[src/rtl/pipeline_ctrl_pkg.sv]
// Shared definitions for the pipeline controller and the decode/execute stages.
// Optional feature macro used by pipeline_ctrl: PIPE_CTRL_PERF_EN.
package pipeline_ctrl_pkg;

    localparam int REG_W = 9;
    localparam int CNT_W = 4;

    typedef enum logic [1:0] {
        CTRL_RUN   = 2'd0,
        CTRL_FLUSH = 2'd1,
        CTRL_FENCE = 2'd2
    } ctrl_state_e;

endpackage

[src/rtl/pipeline_ctrl_hazard_detect.sv]
// Combinational load-use comparator: decode source ids against a load's
// destination in execute. Register 0 never creates a dependency.
module pipeline_ctrl_hazard_detect #(
    parameter int REG_W = pipeline_ctrl_pkg::REG_W
) (
    input  logic             dec_valid_in,
    input  logic [REG_W-1:0] dec_rs1_in,
    input  logic [REG_W-1:0] dec_rs2_in,
    input  logic             ex_valid_in,
    input  logic             ex_mem_read_in,
    input  logic [REG_W-1:0] ex_rd_in,
    output logic             hazard_out
);

    logic rd_nonzero;
    logic rs_match;

    assign rd_nonzero = (ex_rd_in != '0);
    assign rs_match   = (ex_rd_in == dec_rs1_in) || (ex_rd_in == dec_rs2_in);
    assign hazard_out = dec_valid_in && ex_valid_in && ex_mem_read_in && rd_nonzero && rs_match;

endmodule

[src/rtl/pipeline_ctrl.sv]
// Hazard/sequencing controller for the 5-stage core: load-use, mispredict
// flush, FENCE drain and memory wait states. Define PIPE_CTRL_PERF_EN for perf counters.
module pipeline_ctrl
    import pipeline_ctrl_pkg::*;
#(
    parameter int FLUSH_CYCLES = 1,
    parameter int REG_W        = pipeline_ctrl_pkg::REG_W
) (
    input  logic             clk,
    input  logic             rst_n,
    input  logic             dec_valid_in,
    input  logic [REG_W-1:0] dec_rs1_in,
    input  logic [REG_W-1:0] dec_rs2_in,
    input  logic             dec_fence_in,
    input  logic             ex_valid_in,
    input  logic             ex_mem_read_in,
    input  logic [REG_W-1:0] ex_rd_in,
    input  logic             mem_valid_in,
    input  logic             wb_valid_in,
    input  logic             mem_busy_in,
    input  logic             mispredict_in,
    output logic             fetch_stall_out,
    output logic             decode_stall_out,
    output logic             execute_stall_out,
    output logic             mem_stall_out,
    output logic             fetch_flush_out,
    output logic             decode_flush_out,
    output logic             execute_flush_out,
    output logic             mem_flush_out,
    output logic [1:0]       state_out
`ifdef PIPE_CTRL_PERF_EN
    ,
    output logic [31:0]      perf_stall_cycles_out,
    output logic [31:0]      perf_flush_events_out,
    output logic [31:0]      perf_loaduse_out
`endif
);

    // The counter holds the FLUSH-state cycles still to come, so the
    // mispredict cycle plus the FLUSH cycles total FLUSH_CYCLES.
    localparam logic [CNT_W-1:0] FLUSH_LOAD = CNT_W'(FLUSH_CYCLES - 1);

    ctrl_state_e      state_q, state_d;
    logic [CNT_W-1:0] cnt_q, cnt_d;
    logic             hazard;
    logic             pipe_empty;
    logic             fence_req;
    logic             loaduse_taken;

    assign pipe_empty = !ex_valid_in && !mem_valid_in && !wb_valid_in;
    assign fence_req  = dec_valid_in && dec_fence_in;

    pipeline_ctrl_hazard_detect #(
        .REG_W(REG_W)
    ) u_hazard (
        .dec_valid_in  (dec_valid_in),
        .dec_rs1_in    (dec_rs1_in),
        .dec_rs2_in    (dec_rs2_in),
        .ex_valid_in   (ex_valid_in),
        .ex_mem_read_in(ex_mem_read_in),
        .ex_rd_in      (ex_rd_in),
        .hazard_out    (hazard)
    );

    always_ff @(posedge clk or negedge rst_n) begin
        if (!rst_n) begin
            state_q <= CTRL_RUN;
            cnt_q   <= '0;
        end else begin
            state_q <= state_d;
            cnt_q   <= cnt_d;
        end
    end

    always_comb begin
        state_d = state_q;
        cnt_d   = cnt_q;
        if (mem_busy_in) begin
            state_d = state_q;
        end else if (mispredict_in) begin
            if (FLUSH_CYCLES == 1) begin
                state_d = CTRL_RUN;
                cnt_d   = '0;
            end else begin
                state_d = CTRL_FLUSH;
                cnt_d   = FLUSH_LOAD;
            end
        end else begin
            case (state_q)
                CTRL_FLUSH: begin
                    if (cnt_q <= CNT_W'(1)) begin
                        state_d = CTRL_RUN;
                        cnt_d   = '0;
                    end else begin
                        cnt_d = cnt_q - CNT_W'(1);
                    end
                end
                CTRL_FENCE: begin
                    if (pipe_empty) state_d = CTRL_RUN;
                end
                default: begin
                    if (fence_req && !pipe_empty) state_d = CTRL_FENCE;
                end
            endcase
        end
    end

    always_comb begin
        fetch_stall_out   = 1'b0;
        decode_stall_out  = 1'b0;
        execute_stall_out = 1'b0;
        mem_stall_out     = 1'b0;
        fetch_flush_out   = 1'b0;
        decode_flush_out  = 1'b0;
        execute_flush_out = 1'b0;
        mem_flush_out     = 1'b0;
        loaduse_taken     = 1'b0;
        if (!rst_n) begin
            fetch_flush_out   = 1'b1;
            decode_flush_out  = 1'b1;
            execute_flush_out = 1'b1;
            mem_flush_out     = 1'b1;
        end else if (mem_busy_in) begin
            fetch_stall_out   = 1'b1;
            decode_stall_out  = 1'b1;
            execute_stall_out = 1'b1;
            mem_stall_out     = 1'b1;
        end else if (mispredict_in || state_q == CTRL_FLUSH) begin
            fetch_flush_out   = 1'b1;
            decode_flush_out  = 1'b1;
            execute_flush_out = 1'b1;
        end else if (state_q == CTRL_FENCE || fence_req) begin
            if (!pipe_empty) begin
                fetch_stall_out   = 1'b1;
                decode_stall_out  = 1'b1;
                execute_flush_out = 1'b1;
            end
        end else if (hazard) begin
            fetch_stall_out   = 1'b1;
            decode_stall_out  = 1'b1;
            execute_flush_out = 1'b1;
            loaduse_taken     = 1'b1;
        end
    end

    assign state_out = state_q;

`ifdef PIPE_CTRL_PERF_EN
    logic [31:0] perf_stall_q, perf_stall_d;
    logic [31:0] perf_flush_q, perf_flush_d;
    logic [31:0] perf_loaduse_q, perf_loaduse_d;
    logic        stall_any;

    assign stall_any = fetch_stall_out | decode_stall_out | execute_stall_out | mem_stall_out;

    always_comb begin
        perf_stall_d   = perf_stall_q + {31'd0, stall_any};
        perf_flush_d   = perf_flush_q + {31'd0, mispredict_in && !mem_busy_in};
        perf_loaduse_d = perf_loaduse_q + {31'd0, loaduse_taken};
    end

    always_ff @(posedge clk or negedge rst_n) begin
        if (!rst_n) begin
            perf_stall_q   <= '0;
            perf_flush_q   <= '0;
            perf_loaduse_q <= '0;
        end else begin
            perf_stall_q   <= perf_stall_d;
            perf_flush_q   <= perf_flush_d;
            perf_loaduse_q <= perf_loaduse_d;
        end
    end

    assign perf_stall_cycles_out = perf_stall_q;
    assign perf_flush_events_out = perf_flush_q;
    assign perf_loaduse_out      = perf_loaduse_q;
`else
    logic unused_loaduse;
    assign unused_loaduse = loaduse_taken;
`endif

endmodule

[config.mk]
export PLATFORM = sky130hd
export DESIGN_NAME = pipeline_ctrl
export DESIGN_NICKNAME = d
export VERILOG_FILES = /design/src/rtl/pipeline_ctrl_pkg.sv /design/src/rtl/pipeline_ctrl_hazard_detect.sv /design/src/rtl/pipeline_ctrl.sv
export SDC_FILE = /design/constraint.sdc
export NUM_CORES = 1
export LEC_CHECK = 0
export CELL_PAD_IN_SITES_DETAIL_PLACEMENT = 0
export CELL_PAD_IN_SITES_GLOBAL_PLACEMENT = 1
export CORE_MARGIN = 2
export CORE_UTILIZATION = 16
export CTS_CLUSTER_DIAMETER = 80
export CTS_CLUSTER_SIZE = 24
export DETAILED_ROUTE_END_ITERATION = 7
export PLACE_DENSITY_LB_ADDON = 0.1
export SYNTH_ARGS = -nofsm -noshare
export SYNTH_HDL_FRONTEND = slang
export SYNTH_SLANG_ARGS = --single-unit
[constraint.sdc]
create_clock -name clk -period 3.8 [get_ports clk]
set_input_delay 0.57 -clock clk [delete_from_list [all_inputs] [get_ports clk]]
set_output_delay 0.57 -clock clk [all_outputs]
set_load 0.005 [all_outputs]
==> run notes <==
Numbers from the implementation run.

The worst clock skew on the final layout is 0 ns. STA classifies the critical path endpoint as an output port. The share of cells above drive strength 1 is between 2 and 2.5%. The minimum period implied by the final worst setup slack is around 3.0 ns. The worst ir drop on vdd is between 0.00007 and 0.00008 V. The cell seen most often among critical-path stages is clkdlybuf4s50_1. The main area contributors are xnor2_1 (25%), xor2_1 (16%), buf_4 (7.7%), dfrtp_1 (6.5%), nor3_1 (5.2%).

The later pin in the worst-skew pair is clocked with a latency of 0 ns. The synthesis run shows the most used standard cells to be xnor2_1 (11), xor2_1 (7), nor2_1 (5). The global routing report lists met3 layer usage as under 10%. Setup total negative slack on the finished layout was measured at 0 ns. The final timing report lists a hold violation count of 0. Buffers added to address setup during post-CTS repair amount to 0. Pin placement for this block handled 47 I/O pins. The flow ran to the end, and the final reports show no timing, DRC or antenna violations.

During tapcell insertion the tool placed 28 well taps. The total power after layout is 102 uW. The largest fanout of any net on the critical path is 5. For this run, the top clock speed supported by timing is 336 MHz. The largest contributor to cell area by class is buffers. The timing report gives the biggest stage delay along the critical path as between 0.5 and 0.6 ns. Relative to the synthesized area, the layout overhead comes to 117%.

The group drawing the most power is combinational cells. The xor and xnor area share after synthesis is 40.6%. The sequential standard cell area is 25.0 sq um. Walking the critical path from launch to capture passes 5 cell instances. Entering global routing, the biggest net connects 6 pins. The number of nets in the final layout is roughly 140.

The detailed-placement wirelength estimate is roughly 1200 microns. The cell count in the Yosys report is 55. Across all setup checks in the final design, the least slack found is roughly 0.83 ns. The post-synthesis share of cell area spent on and-or and or-and gates is a little under an eighth.

The worst hold slack is 0.531 ns. The cell area after technology mapping is approximately 390 sq um. The final setup violation count is 0. In this run the register-to-register setup slack is 3.12 ns. The class of the most critical hold timing path is register to register. The cell count of the worst hold path is 1. Measured in cells, the most critical reg-to-reg path has a length of 1. The number of max-capacitance violations reported is 0. The average wire per cell in the routed design is about 11 microns. The chip area estimate from yosys synthesis is ~390 sq um. The area share of fa/ha/maj cells after synthesis is 0%. The final tally of max-slew violations is 0. The floorplan step set the die height to about 53 microns. The power share of the clock group is 0%.

For reference, the top logic cell family by area is XOR/XNOR gates. The dominant register cell is dfrtp_1. The buffer-and-inverter tally for the worst setup path is 2.

In this run the horizontal extent of the chip is around 53 microns. Counting the warning lines in the Yosys log gives 0. The post-synthesis cell type with the largest combined area is xnor2_1.

In the Yosys report, the sequential cells make up 6.45% of the chip area. Detailed placement reports a standard cell area of approximately 840 sq um. The flop and latch count out of synthesis is 1. The power report lists the sequential group at ~13 uW. The most common library cell in the layout ignoring fill and taps is clkdlybuf4s50_1.

Clock-pin slew was measured on the worst setup and hold paths at 0 ns. The die covers around 2800 sq um. Setup repair after global routing left no endpoint under its margin. Data arrives at the worst endpoint at about 2.4 ns.

The met2 routed wirelength is 643 microns. The number of warnings the tools reported is 29. In the synthesized netlist, the number of instances is 55. The count of hold buffers inserted by post-cts repair is 0. The startpoint of the worst register-to-register path is state_out[1]. The top-area cell type share of the netlist area is 24.8%. Measured against the total synthesized area, the mux share comes to 0%. The number of global-route vias before repair is between 400 and 500. In the final layout, multi-input gates take up between 30 and 40% of the cell area. The number of placed instances, taps included is about 120.

Buffers placed on the I/O ports in this run total approximately 45. For this block, the routed nets add up to 1340 microns of wire. In this run, power in the clock network comes to 0 uW. The synthesis stats list as the most numerous cell xnor2_1. The post-detailed-route DRC marker count is 0. In the synthesized netlist the async set-or-reset flop fraction comes to 100%. The register fraction of the total cell area is 2.97%. The worst min-delay path startpoint is state_out[1]. The capturing element of the worst setup path is decode_stall_out.

The violation count after the first detailed-route iteration is 3. In the layout the commonest cells are clkdlybuf4s50_1 (45), xnor2_1 (11), xor2_1 (7), nor2_1 (5), nor3_1 (4). The number of different library cells used by synthesis comes to 21. approximately 48 cells are multi-input combinational gates.

The dominant delay contributor by cell family on the critical path is buffers and inverters. The logic area is between 300 and 400 sq um. The topmost layer with routed signal wires is met3. For this design the static power due to leakage is about 0.00030 uW. Summed over all combinational cells, the power is a little under 90 uW. The routed length on met1 is about 560 microns. The worst endpoint required time is around 3.2 ns. The number of antenna diodes in the final layout is 0. The worst path uses roughly four fifths of the clock period. The number of non-clock inverters in the layout is 2. The number of flip-flops in the largest register is 1. The worst setup path is launched from an input port. The average cell area after synthesis is approximately 7.1 sq um. The number of vias per cell is 3.96. Per report_power, the combinational group accounts for 87.1% of the total. After global routing the overflow that remains totals 0. In this run, post-CTS repair resized a total of 0 instances. The total number of sequential cells is 1. At the floorplan stage, the core utilization is reported as 17.2%. The simple-gate area share of the yosys netlist is 30.3%. The total iterations of the first detailed-routing run is 3. The net switching share of the total power is a little under 30%. Per the post-route antenna check, the number of violating nets is 0.

The script extracted a net switching power of 29.6 uW. Per the post-synthesis report, the nets total ~90. After detailed routing, the met3 layer carries about 140 microns of wire. The slowest stage of the critical path is the clkdlybuf4s50_1 cell. Tracing the worst setup path back leads to its startpoint at rst_n. The number of placement rows is 17. The end point of the most critical hold path is state_out[1]. The first global-routing pass estimated between 2000 and 2500 microns of wire. The filler cell count is around 250.

The setup slack at placement is about 0.79 ns. The critical path class is input port to output port. The total vias in the final route is roughly 500. The initial antenna violation count is 0. The count of library flops with an enable pin is 0. The power report lists cell-internal power as between 70 and 80 uW.

Once layout is complete, the cells apart from fillers number ~120. The power density over cell area is roughly 120 nW/um^2. The routability-driven placement congestion ratio is between 0.6 and 0.7. Registers are responsible for between 10% and 20% of the overall power.

In this run the critical path is formed by clkdlybuf4s50_1 -> o21ai_0 -> or3_1 -> o21ai_1 -> clkdlybuf4s50_1. The endpoint identified for the worst register-to-register timing path is state_out[1]. Summing all non-filler instances in the final layout gives an area of 843 sq um.
### Routing congestion map

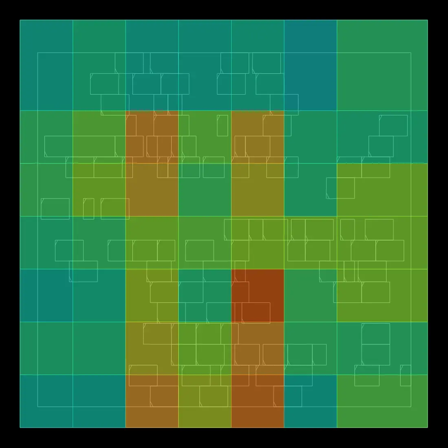
met1 track demand over resource in global routing: 11.1%
routing layer with the top usage in global route: met2
final core utilization: 37.4%
global-route met2 utilization: 18.9%
aggregate global-route resource usage: 9.60%

### Wiring by layer

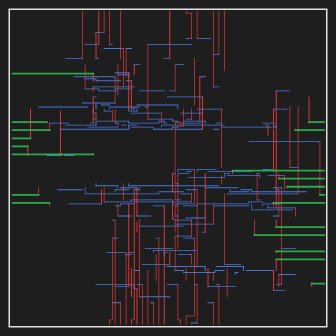
metal 1: shown in blue, wire length 562 microns. metal 3: shown in green, wire length 139 microns. metal 2: shown in red, wire length 643 microns.

### Signal wires on met3

Scale bar: 20 microns.
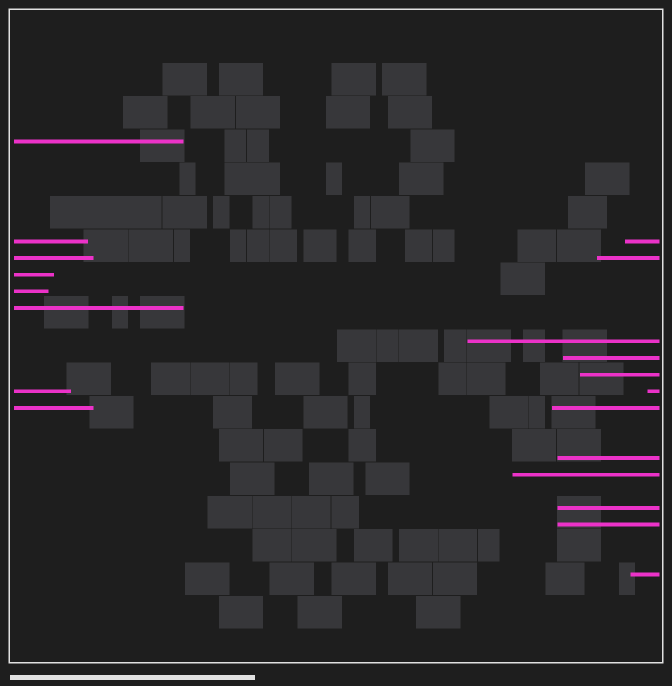
The wires run mostly horizontal. The longest straight run is 15.4 microns.

### M2 wires

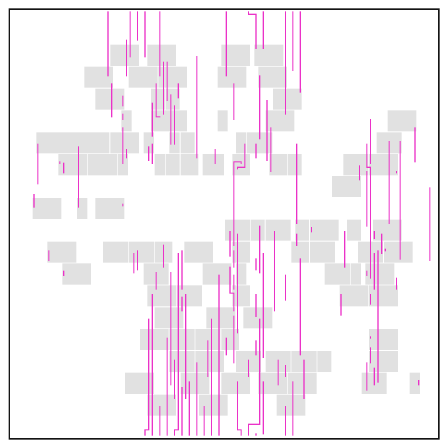
106 nets have wire on it. The layer holds 48% of the routed length. The wires run mostly vertical.

### Clock network drawn from the DEF

Scale bar: 20 microns.
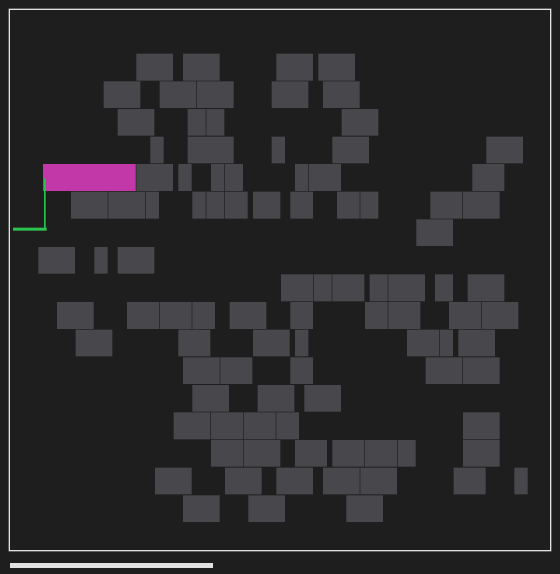
clock wires: shown in green, length 7.90 microns. flip-flops: shown in magenta, count 1.
Routed clock nets: 1.

Power and IR drop assume default switching activity.
